`src/rtl/seq_pkg.sv`:
```
// seq_pkg: shared state encoding and default sync pattern for the frame deserializer
package seq_pkg;
   localparam logic [1:0] HUNT = 2'd0;
   localparam logic [1:0] DATA = 2'd1;
   localparam logic [1:0] DONE = 2'd2;
   localparam logic [3:0] SYNC_PAT_DEF = 4'b1101;
endpackage

```
`src/rtl/sync_match.sv`:
```
// sync_match: sliding sync window with a comparator that looks at the bit being shifted in
module sync_match
   import seq_pkg::*;
#(
   parameter int                SYNC_W   = 4,
   parameter logic [SYNC_W-1:0] SYNC_PAT = SYNC_PAT_DEF
) (
   input  logic clk,
   input  logic clr,
   input  logic shift,
   input  logic flush,
   input  logic din,
   output logic hit
);
   logic [SYNC_W-1:0] sync_sr;
   logic [SYNC_W-1:0] win;
   assign win = {sync_sr[SYNC_W-2:0], din};
   assign hit = win == SYNC_PAT;
   // window advances only while hunting; a completed frame wipes any stale prefix
   always_ff @(posedge clk) begin
      if (clr || flush) sync_sr <= '0;
      else if (shift) sync_sr <= win;
   end
endmodule

```
`src/rtl/frame_deser.sv`:
```
// frame_deser: hunts for a sync word, then collects one DATA_W-bit payload per frame
module frame_deser
   import seq_pkg::*;
#(
   parameter int                DATA_W   = 8,
   parameter int                SYNC_W   = 4,
   parameter logic [SYNC_W-1:0] SYNC_PAT = SYNC_PAT_DEF
) (
   input  logic              clk,
   input  logic              clr,
   input  logic              en,
   input  logic              din,
   output logic [DATA_W-1:0] dout,
   output logic              valid,
   output logic              locked,
   output logic [7:0]        frame_cnt
);
   localparam int CW = DATA_W > 1 ? $clog2(DATA_W) : 1;
   localparam logic [CW-1:0] LAST = CW'(DATA_W - 1);
   logic [1:0]        state;
   logic [CW-1:0]     cnt;
   logic [DATA_W-1:0] data_sr;
   logic              hit;
   assign valid  = state == DONE;
   assign locked = state == DATA;
   sync_match #(.SYNC_W(SYNC_W), .SYNC_PAT(SYNC_PAT)) u_sync (
      .clk  (clk),
      .clr  (clr),
      .shift(en && state == HUNT),
      .flush(state == DONE),
      .din  (din),
      .hit  (hit)
   );
   // frame FSM with payload shifter; DONE is a single unconditional cycle
   always_ff @(posedge clk) begin
      if (clr) begin
         state     <= HUNT;
         cnt       <= '0;
         data_sr   <= '0;
         dout      <= '0;
         frame_cnt <= '0;
      end else begin
         case (state)
            HUNT: if (en && hit) begin
               state <= DATA;
               cnt   <= '0;
            end
            DATA: if (en) begin
               data_sr <= {data_sr[DATA_W-2:0], din};
               cnt     <= cnt == LAST ? '0 : cnt + 1'b1;
               if (cnt == LAST) begin
                  dout  <= {data_sr[DATA_W-2:0], din};
                  state <= DONE;
               end
            end
            DONE: begin
               frame_cnt <= frame_cnt + 8'd1;
               state     <= HUNT;
            end
            default: state <= HUNT;
         endcase
      end
   end
endmodule
```
`config.mk`:
```
export PLATFORM = sky130hd
export DESIGN_NAME = frame_deser
export DESIGN_NICKNAME = d
export VERILOG_FILES = /design/src/rtl/seq_pkg.sv /design/src/rtl/sync_match.sv /design/src/rtl/frame_deser.sv
export SDC_FILE = /design/constraint.sdc
export NUM_CORES = 1
export LEC_CHECK = 0
export ABC_AREA = 0
export CAP_MARGIN = 10
export CORE_MARGIN = 5
export CORE_UTILIZATION = 40
export DETAILED_ROUTE_END_ITERATION = 10
export HOLD_SLACK_MARGIN = 0.08
export PLACE_DENSITY_LB_ADDON = 0.05
export SYNTH_ARGS = -nofsm -noshare
export SYNTH_HDL_FRONTEND = slang
export SYNTH_SLANG_ARGS = --single-unit
```
`constraint.sdc`:
```
create_clock -name clk -period 2.3 [get_ports clk]
set_clock_uncertainty 0.15 [all_clocks]
set_input_delay 0.46 -clock clk [delete_from_list [all_inputs] [get_ports clk]]
set_output_delay 0.46 -clock clk [all_outputs]
set_load 0.02 [all_outputs]
```
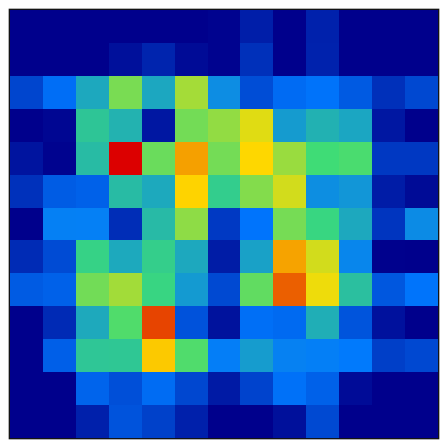
Fig. 1. Wiring heat map.
The die is cut into 13 by 13 equal tiles; dark blue is low, red is high, scaled to the fullest tile. Values are wire area over tile area, all layers added.
fullest tile = 0.38
mean over tiles = 0.094
tiles over half the peak = 17%
nearly empty tiles = 24%

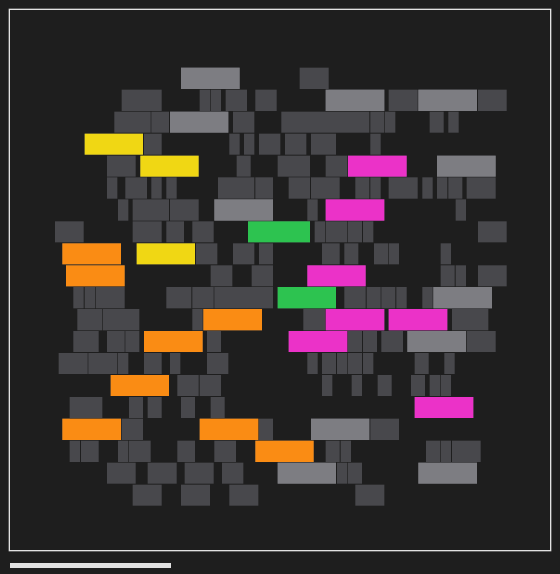
Fig. 2. Register map, names as in the netlist.
Bar = 20 um.
magenta -> data_sr  # sequential cells 7
yellow -> cnt  # sequential cells 3
orange -> frame_cnt  # sequential cells 8
green -> state  # sequential cells 2
not coloured = 11

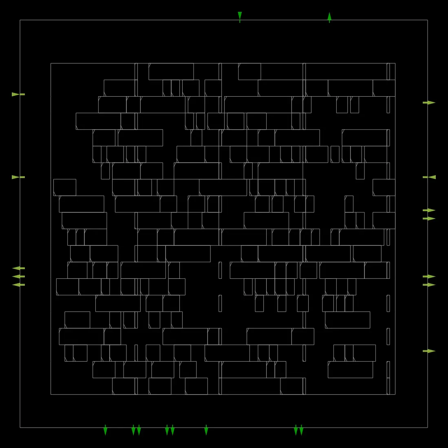
Fig. 3. Cell placement.
number of core rows: 20
number of filler cells placed in the layout: 307

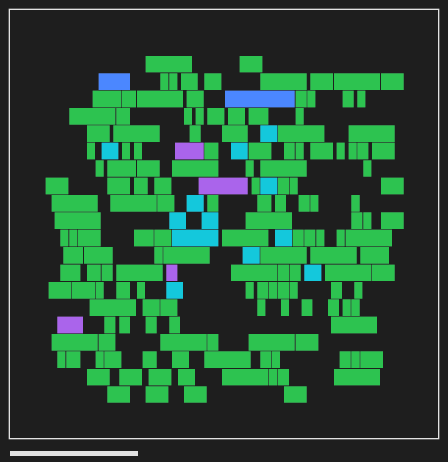
Fig. 4. Drive-strength map.
Bar = 20 um.
purple -> drive 2  # cells 4, share 2.3%
green -> drive 1 or less  # cells 156, share 90%
blue -> drive 6 and up  # cells 2, share 1.1%
cyan -> drive 3 to 4  # cells 12, share 6.9%

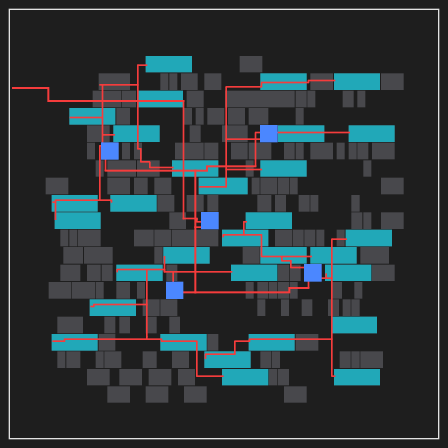
Fig. 5. Clock wires, drivers and flops.
cyan -> flip-flops  # count 31
blue -> cells driving clock nets  # count 5
red -> clock wires  # length 414 um
routed clock nets = 6

==> run notes <==
Implementation progress

The run finished with clean final reports. The routed metal-1 wire length stands at between 1000 and 1500 um. The data arrival time reported for the critical path is between 1000 and 1500 ps. The instance count after placement with tap cells included stands at about 210. The combinational share of cell area stands at 0.381.

The number of standard cells after synthesis stands at 147. For this run, the script counts the antenna cells in the layout as 0. The register bit total from synthesis stands at 31.

In the finished design, the share of the clock period the worst path needs comes to 0.899. The multi-input combinational cells in the finished layout cover a total of 631 sq um. The tree is rooted in a sky130_fd_sc_hd__clkbuf_4. The worst-case clock buffer depth stands at 2. The sequential power share stands at 0.532. The count of different cell masters after synthesis stands at 33. The average wire per standard cell stands at about 12 um. Summing every instance area after synthesis gives between 1000 and 1500 sq um. The number of warnings in the stage logs stands at 26. The deepest level of the CTS H-tree stands at 2. For this run, the detailed router reports a per-instance via density of about 5.0. The flip-flop and latch share of the layout cell area stands at 0.376. The first-pass GRT wire length stands at 4500 um. The last timing report of the flow puts the setup violation total at 0. Per the skew report, the later register of the worst-skew pair sees a clock latency of approximately 330 ps. The final count of hold timing violations stands at 0.

For met1 alone, demand over resource in global routing was 0.150. In this run the maximum-capacitance check reported violations numbering 0. The initial utilization of the core area, before any placement, comes to 0.422.

The largest individual stage delay along the critical path comes from the cell sky130_fd_sc_hd__clkdlybuf4s50_1. Excluding fillers, the count of instances in the completed layout stands at 218. The final timing report derives a shortest allowable period of 2070 ps. The weighted congestion at the end of routability-driven global placement stands at roughly 0.73. The number of buffers added for setup after CTS stands at 0. The final report gives the core utilization as 0.537. The aggregate global-route resource usage stands at 0.132. The inverter tally of the final layout excluding the clock network stands at 1. 107 cells are multi-input combinational gates.

The commonest cells after synthesis are sky130_fd_sc_hd__dfxtp_1, sky130_fd_sc_hd__nand2_1, sky130_fd_sc_hd__a21oi_1. The post-placement setup slack stands at between 150 and 200 ps. In this run the critical path is formed by clkdlybuf4s50_1. The number of violations reported at the end of detailed-routing iteration 0 stands at 36. In the Yosys report the total cell count is approximately 150. The fraction of final cell area spent on clock buffers and inverters in this run is 0.0522. The design received a total of between 40 and 50 well taps at floorplan.

When the netlist entered floorplanning its net count stood at roughly 150. Per the detail_route log, the uppermost layer with routed signals is met4. Counting the clock-network buffers in the layout gives 6. Per the GRT log, the top usage layer is met2. Measured against its own limit, the worst slew margin works out to 0.712. In the detailed route, the total length drawn on met2 is about 1200 um. The fraction of registers with async set/reset stands at 0.

After routing the design area is 1650 sq um. The number of antenna violations at the first check in global routing stands at 0. The number of warnings issued by yosys stands at 0.

The post-synthesis sequential area ratio stands at 0.478.
final timing paths:
| check | depth (start not counted) | end | slack [ps] | startpoint |
|---|---|---|---|---|
| min reg2reg | 2 | dout[3]$_SDFFE_PP0P_ | 310 | dout[3]$_SDFFE_PP0P_ |
| max reg2reg | 5 | dout[2]$_SDFFE_PP0P_ | 650 | cnt[0]$_SDFFE_PP0P_ |
| min | 2 | dout[3]$_SDFFE_PP0P_ | 310 | dout[3]$_SDFFE_PP0P_ |
| max | 1 | frame_cnt[2] | 230 | frame_cnt[2]$_SDFFE_PP0P_ |
sequential cells by signal, indices dropped and copies added, names as in the netlist:
name and flops:
dout 8, cnt 3, state 2, data_sr 7, u_sync.sync_sr 3, frame_cnt 8
Power figures rest on the tool's default switching activity, not on a simulated workload.
